### Sequential cells grouped by signal name

Scale: 3 px per um. Other sequential cells in the stronger gray, the rest of the logic in the fainter gray.
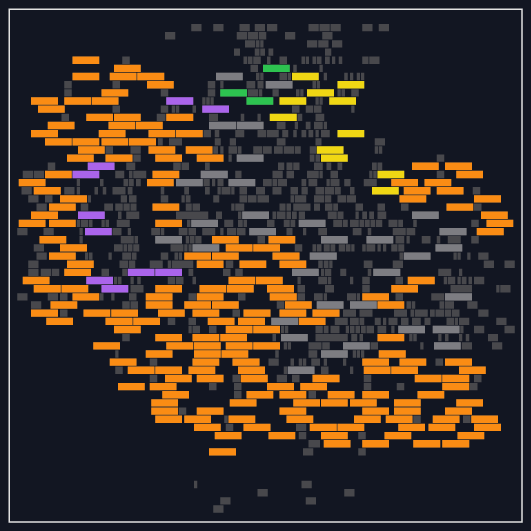
### Layout detail

Window x 65 to 105, y 99 to 139 um. Cells in gray, sequential cells in the stronger gray; small squares are vias.
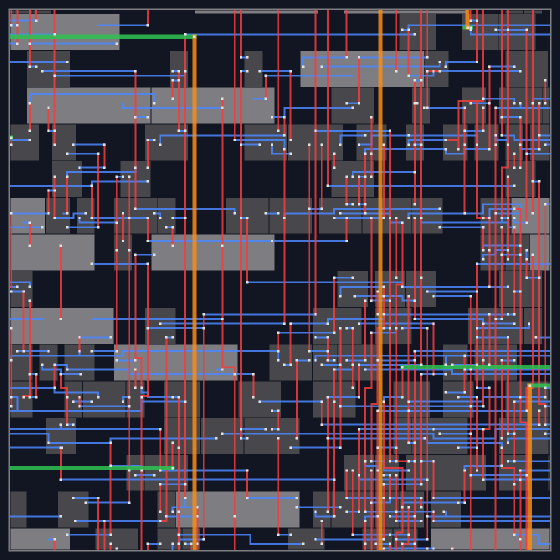
==> src/rtl/tpu_pkg.sv <==
// Shared definitions for the TPU tile sequencer: state encoding and
// parameter defaults.
package tpu_pkg;

  localparam int DEFAULT_ADDRESSSIZE = 10;
  localparam int DEFAULT_MATRIX_SIZE = 64;

  typedef enum logic [2:0] {
    IDLE,
    LOAD_W,
    LATCH_W,
    STREAM,
    DRAIN
  } seq_state_t;

  // UB read + input skew + array traversal + output deskew.
  function automatic int default_pipe_lat(input int matrix_size);
    return 3 * matrix_size;
  endfunction

endpackage

==> src/rtl/tpu_valid_delay.sv <==
// Single-bit DEPTH-stage shift register that aligns a UB read strobe with
// the result vector it produces at the result SRAM input.
module tpu_valid_delay #(
  parameter int DEPTH = 1
) (
  input  logic clk,
  input  logic rst,
  input  logic d,
  output logic q
);

  logic [DEPTH-1:0] stages;

  // Shift the strobe one stage per clock; reset drops all in-flight strobes.
  always_ff @(posedge clk or posedge rst) begin
    if (rst) begin
      stages <= '0;
    end else begin
      // NOTE: non-blocking assignments let every stage sample its predecessor's
      // old value, so the for-loop order does not matter.
      stages[0] <= d;
      for (int i = 1; i < DEPTH; i++) begin
        stages[i] <= stages[i-1];
      end
    end
  end

  assign q = stages[DEPTH-1];

endmodule

==> src/rtl/tpu_tile_sequencer.sv <==
// Tile control core: optional weight load from the weight FIFO, N-vector
// stream from the unified buffer, and aligned writeback to the result SRAM.
// Optional busy-cycle perf counter enabled by macro TPU_SEQ_PERF_CNT_EN.
module tpu_tile_sequencer
  import tpu_pkg::*;
#(
  parameter int ADDRESSSIZE = DEFAULT_ADDRESSSIZE,
  parameter int MATRIX_SIZE = DEFAULT_MATRIX_SIZE,
  parameter int PIPE_LAT    = default_pipe_lat(MATRIX_SIZE),
  parameter int CNT_BW      = 32
) (
  input  logic                   clk,
  input  logic                   rst,
  input  logic                   start,
  input  logic                   weight_reuse,
  input  logic [ADDRESSSIZE:0]   num_rows,
  input  logic [ADDRESSSIZE-1:0] src_base,
  input  logic [ADDRESSSIZE-1:0] dst_base,
  input  logic                   fifo_empty,
  output logic                   fifo_rd_en,
  output logic                   we_rl,
  output logic                   ub_rd_en,
  output logic [ADDRESSSIZE-1:0] ub_addr,
  output logic                   res_we,
  output logic [ADDRESSSIZE-1:0] res_addr,
  output logic                   busy,
`ifdef TPU_SEQ_PERF_CNT_EN
  output logic [CNT_BW-1:0]      cycle_count,
`endif
  output logic                   done
);

  seq_state_t state, next_state;

  logic [ADDRESSSIZE:0]   num_rows_q;
  logic [ADDRESSSIZE-1:0] src_q;
  logic [ADDRESSSIZE-1:0] dst_q;
  logic [ADDRESSSIZE:0]   rd_idx;
  logic [ADDRESSSIZE:0]   wr_idx;
  logic [ADDRESSSIZE:0]   last_idx;
  logic                   accept;
  logic                   done_next;
  logic                   busy_next;

  assign last_idx = num_rows_q - (ADDRESSSIZE+1)'(1);
  assign ub_addr  = src_q + rd_idx[ADDRESSSIZE-1:0];
  assign res_addr = dst_q + wr_idx[ADDRESSSIZE-1:0];
  assign busy_next = (next_state != IDLE) || done_next;

  // Next-state and strobe decode.
  always_comb begin
    // NOTE: every output gets a default first so no path leaves it unassigned,
    // which would otherwise infer a latch.
    next_state = state;
    accept     = 1'b0;
    done_next  = 1'b0;
    fifo_rd_en = 1'b0;
    we_rl      = 1'b0;
    ub_rd_en   = 1'b0;
    case (state)
      IDLE: begin
        // busy is still high in the done cycle; a start there is ignored.
        if (start && !busy) begin
          accept = 1'b1;
          if (num_rows == '0)   done_next  = 1'b1;
          else if (weight_reuse) next_state = STREAM;
          else                   next_state = LOAD_W;
        end
      end
      LOAD_W: begin
        fifo_rd_en = !fifo_empty;
        if (!fifo_empty) next_state = LATCH_W;
      end
      LATCH_W: begin
        we_rl      = 1'b1;
        next_state = STREAM;
      end
      STREAM: begin
        ub_rd_en = 1'b1;
        if (rd_idx == last_idx) next_state = DRAIN;
      end
      DRAIN: begin
        if (res_we && (wr_idx == last_idx)) begin
          next_state = IDLE;
          done_next  = 1'b1;
        end
      end
      default: next_state = IDLE;
    endcase
  end

  // State, handshake flags, tile descriptor and read/write indices.
  always_ff @(posedge clk or posedge rst) begin
    if (rst) begin
      state      <= IDLE;
      busy       <= 1'b0;
      done       <= 1'b0;
      num_rows_q <= '0;
      src_q      <= '0;
      dst_q      <= '0;
      rd_idx     <= '0;
      wr_idx     <= '0;
    end else begin
      state <= next_state;
      busy  <= busy_next;
      done  <= done_next;
      if (accept) begin
        num_rows_q <= num_rows;
        src_q      <= src_base;
        dst_q      <= dst_base;
        rd_idx     <= '0;
        wr_idx     <= '0;
      end else begin
        if (ub_rd_en) rd_idx <= rd_idx + (ADDRESSSIZE+1)'(1);
        if (res_we)   wr_idx <= wr_idx + (ADDRESSSIZE+1)'(1);
      end
    end
  end

  tpu_valid_delay #(
    .DEPTH (PIPE_LAT)
  ) u_valid_delay (
    .clk (clk),
    .rst (rst),
    .d   (ub_rd_en),
    .q   (res_we)
  );

`ifdef TPU_SEQ_PERF_CNT_EN
  logic [CNT_BW-1:0] perf_cnt;
  logic [CNT_BW-1:0] perf_inc;

  assign perf_inc = (perf_cnt == '1) ? perf_cnt : perf_cnt + CNT_BW'(1);

  // Saturating busy-cycle counter; the done cycle's own count is included
  // in the value published to cycle_count.
  always_ff @(posedge clk or posedge rst) begin
    if (rst) begin
      perf_cnt    <= '0;
      cycle_count <= '0;
    end else begin
      if (accept)    perf_cnt <= '0;
      else if (busy) perf_cnt <= perf_inc;
      if (done) cycle_count <= perf_inc;
    end
  end
`endif

endmodule

==> config.mk <==
export PLATFORM = sky130hd
export DESIGN_NAME = tpu_tile_sequencer
export DESIGN_NICKNAME = d
export VERILOG_FILES = /design/src/rtl/tpu_pkg.sv /design/src/rtl/tpu_valid_delay.sv /design/src/rtl/tpu_tile_sequencer.sv
export SDC_FILE = /design/constraint.sdc
export NUM_CORES = 1
export LEC_CHECK = 0
export CORE_MARGIN = 2
export CORE_UTILIZATION = 31
export CTS_BUF_LIST = sky130_fd_sc_hd__clkbuf_4
export DETAILED_ROUTE_END_ITERATION = 16
export SKIP_CTS_REPAIR_TIMING = 1
export SLEW_MARGIN = 0
export SYNTH_ARGS = -nofsm -noshare
export SYNTH_HDL_FRONTEND = slang
export SYNTH_SLANG_ARGS = --single-unit
==> constraint.sdc <==
create_clock -name clk -period 15.5 [get_ports clk]
set_input_delay 3.1 -clock clk [delete_from_list [all_inputs] [get_ports clk]]
set_output_delay 3.1 -clock clk [all_outputs]
set_load 0.005 [all_outputs]
==> metrics.cfg <==
[status]
status = finished clean

[synth]
aoi_share_pct = 4.63
yosys.area_share.xor_xnor_pct = 5.81
ys_cells = 640
post_synth_inst_count = 640
flop_cell = sky130_fd_sc_hd__dfrtp_1
synthAdderAreaFrac_pct = 3.53
yosys_register_bits = 250
seq_area_frac_synth_pct = 72.9
enable_flop_cells = 0
yosysWarnings = 0
synth.net_count = 699
synth_simple_gate_area_share_pct = 10.9
synthesized_area_sq_um = 8590
ys_types = 45

[detailed_routing]
vias_per_cell = 4.26
routed_wirelength_mm = 16.3
antenna_violating_nets_post_route = 0
routed_wire_length_per_instance_um = 14.0
route.vias.total = 4959
drt_iter0_drc = 301
drt-pass1-iter-count = 4

[final_timing]
period_used_pct = 46.9
hold_slack_ps = 319
report.final.hold_viol_count = 0
timing.slew.headroom_pct = 42.8
finalSetupTns_ps = 0
grt_setup_unrepaired = false
timing.final.setup_violations = 0
finClkSkew_ps = 52.1

[power_and_ir_drop]
worst_ir_drop_vdd_mv = 0.0440
p_sw_share_pct = 21.5
net_switching_power_uw = 267
static-leakage-power_uw = 0.00492
p_clk_share_pct = 45.6

[critical_path]
worst_ep_required_time_ps = 12400
regToRegSetupSlack_ps = 12620
worst_setup_path_end_kind = output pin
timing.setup.critical_path_class = in2out
worstPathMaxFanout = 3
r2r_cell_count = 9
setup.worst_path.end = fifo_rd_en
critical_path.reg2reg.startpoint = num_rows_q[0]$_DFFE_PP0P_

[grt]
grt_antenna_before_repair = 0
maximum_number_of_pins_on_one_net_before_global_route_repair = 128
first_global_vias = 5288
grt_first_pass_wirelength_mm = 27.2

[die]
initial_core_util_pct = 31.7
die-area_sq_um = 29000
ios = 62
core_region_area_sq_um = 27100

[layout]
final_layout_size_suffix_gt1_share_pct = 14.2
final_layout_top_logic_cells = sky130_fd_sc_hd__dfrtp_1, sky130_fd_sc_hd__nand2_1, sky130_fd_sc_hd__clkbuf_4, sky130_fd_sc_hd__clkdlybuf4s50_1, sky130_fd_sc_hd__xor2_1
areaGrowthSynthToFinish_pct = 21.6
num_antenna_cells = 0
layout_top_cell = sky130_fd_sc_hd__dfrtp_1
final_net_count = 811

[cts]
cts_root_buffer = sky130_fd_sc_hd__clkbuf_4
cts_max_path_buffers = 3
cts_made_buffers = 66
clock_tree_from_tritoncts = done
cts.reportedPaths.clkPinSlew_ps = 70
htree_num_levels = 3

[flow_run]
drv_cap = 0

[placement]
dpl_cell_area_sq_um = 9600
place.port_buffers = 61

[hold_path]
min_path_type = reg2reg
worst_hold_path.num_cells = 0

Notes on 'Sequential cells grouped by signal name' above:
Green stands for state, placed flops 3. Yellow stands for num_rows_q, placed flops 11. Orange stands for u_valid_delay.stages, placed flops 192. Purple stands for src_q, placed flops 10.

Notes on 'Layout detail' above:
Red stands for met2. Green stands for met3. Orange stands for met4. Blue stands for met1.
Netlist names of flops here include rd_idx (6). 103 logic cells have their middle in the window. Sequential cells in the window: 10. Most frequent: xor2_1 (12), dfrtp_1 (10), nor2_1 (8).

-- how the worst min path moves through the flow --
stage                                                   start                                   to  slack [ps]
after floorplan            u_valid_delay.stages[99]$_DFF_PP0_  u_valid_delay.stages[100]$_DFF_PP0_         330
after CTS                  u_valid_delay.stages[87]$_DFF_PP0_   u_valid_delay.stages[88]$_DFF_PP0_         310
after detailed placement  u_valid_delay.stages[107]$_DFF_PP0_  u_valid_delay.stages[108]$_DFF_PP0_         330
after global placement     u_valid_delay.stages[92]$_DFF_PP0_   u_valid_delay.stages[93]$_DFF_PP0_         330
final                     u_valid_delay.stages[109]$_DFF_PP0_  u_valid_delay.stages[110]$_DFF_PP0_         320
after global routing      u_valid_delay.stages[149]$_DFF_PP0_  u_valid_delay.stages[150]$_DFF_PP0_         330
-- power by group through the flow --
stage / logic, uW / clock network (uW) / registers [uW]
after floorplan: 9.68 / 0 / 665
after global placement: 23.7 / 0 / 665
after detailed placement: 23.9 / 0 / 665
after CTS: 24.0 / 591 / 652
after global routing: 26.0 / 628 / 652
final: 22.5 / 567 / 653
-- cell families after synthesis --
family / after synthesis
mux: 3
compound gates: 64
fa+ha+maj: 23
buf+inv: 38
xor+xnor: 57
flops: 250
simple gates: 205
-- cells in the mapped netlist, types with 8 or more instances --
library cell | n | area, sq um
sky130_fd_sc_hd__a21oi_1 | 17 | 85.1
sky130_fd_sc_hd__xor2_1 | 32 | 280
sky130_fd_sc_hd__o21ai_0 | 25 | 125
sky130_fd_sc_hd__nand2_1 | 104 | 390
sky130_fd_sc_hd__nor2_1 | 31 | 116
sky130_fd_sc_hd__nand4_1 | 8 | 50.1
sky130_fd_sc_hd__dfrtp_1 | 250 | 6260
sky130_fd_sc_hd__or3_1 | 9 | 56.3
sky130_fd_sc_hd__clkbuf_1 | 17 | 63.8
sky130_fd_sc_hd__xnor2_1 | 25 | 219
sky130_fd_sc_hd__nand3_1 | 13 | 65.1
sky130_fd_sc_hd__inv_1 | 17 | 63.8
sky130_fd_sc_hd__ha_1 | 21 | 263
-- state kept, by name, indices dropped and copies added, names as in the netlist --
signal / flops
busy: 1
wr_idx: 11
src_q: 10
num_rows_q: 11
dst_q: 10
u_valid_delay.stages: 192
done: 1
state: 3
rd_idx: 11
-- critical path, cell delays in order --
cell and delay [ps]:
sky130_fd_sc_hd__clkdlybuf4s50_1 440, sky130_fd_sc_hd__nor2_1 120, sky130_fd_sc_hd__clkdlybuf4s50_1 500
-- routing by layer --
layer  share of wire, %  vias up  GRT usage, %
li1                   -     2364             -
met1                 49     2479          16.9
met2                 45       91          17.1
met3                4.0       25          3.51
met4                1.9        0          5.31
met5                  0        -             0
-- through the flow --
stage               instances  power [uW]  util [%]  setup WS [ps]
CTS                      1165        1270      38.5           8230
global placement         1056         688      35.4           8220
floorplan                 640         675         -           5530
global route             1165        1310      38.5           8160
finish                   1165        1240      38.5           8240
detailed placement       1056         688      35.4           8230
-- final cells by class --
type                    count  area (sq um)
multi-input cells         352          2170
well taps                 372           465
clock inverters            14           119
repair buffers             65           641
flip-flops and latches    250          6260
clock buffers              95           713
fillers                  2625         16700
inverters                  17          71.3
Power and IR drop assume default switching activity.
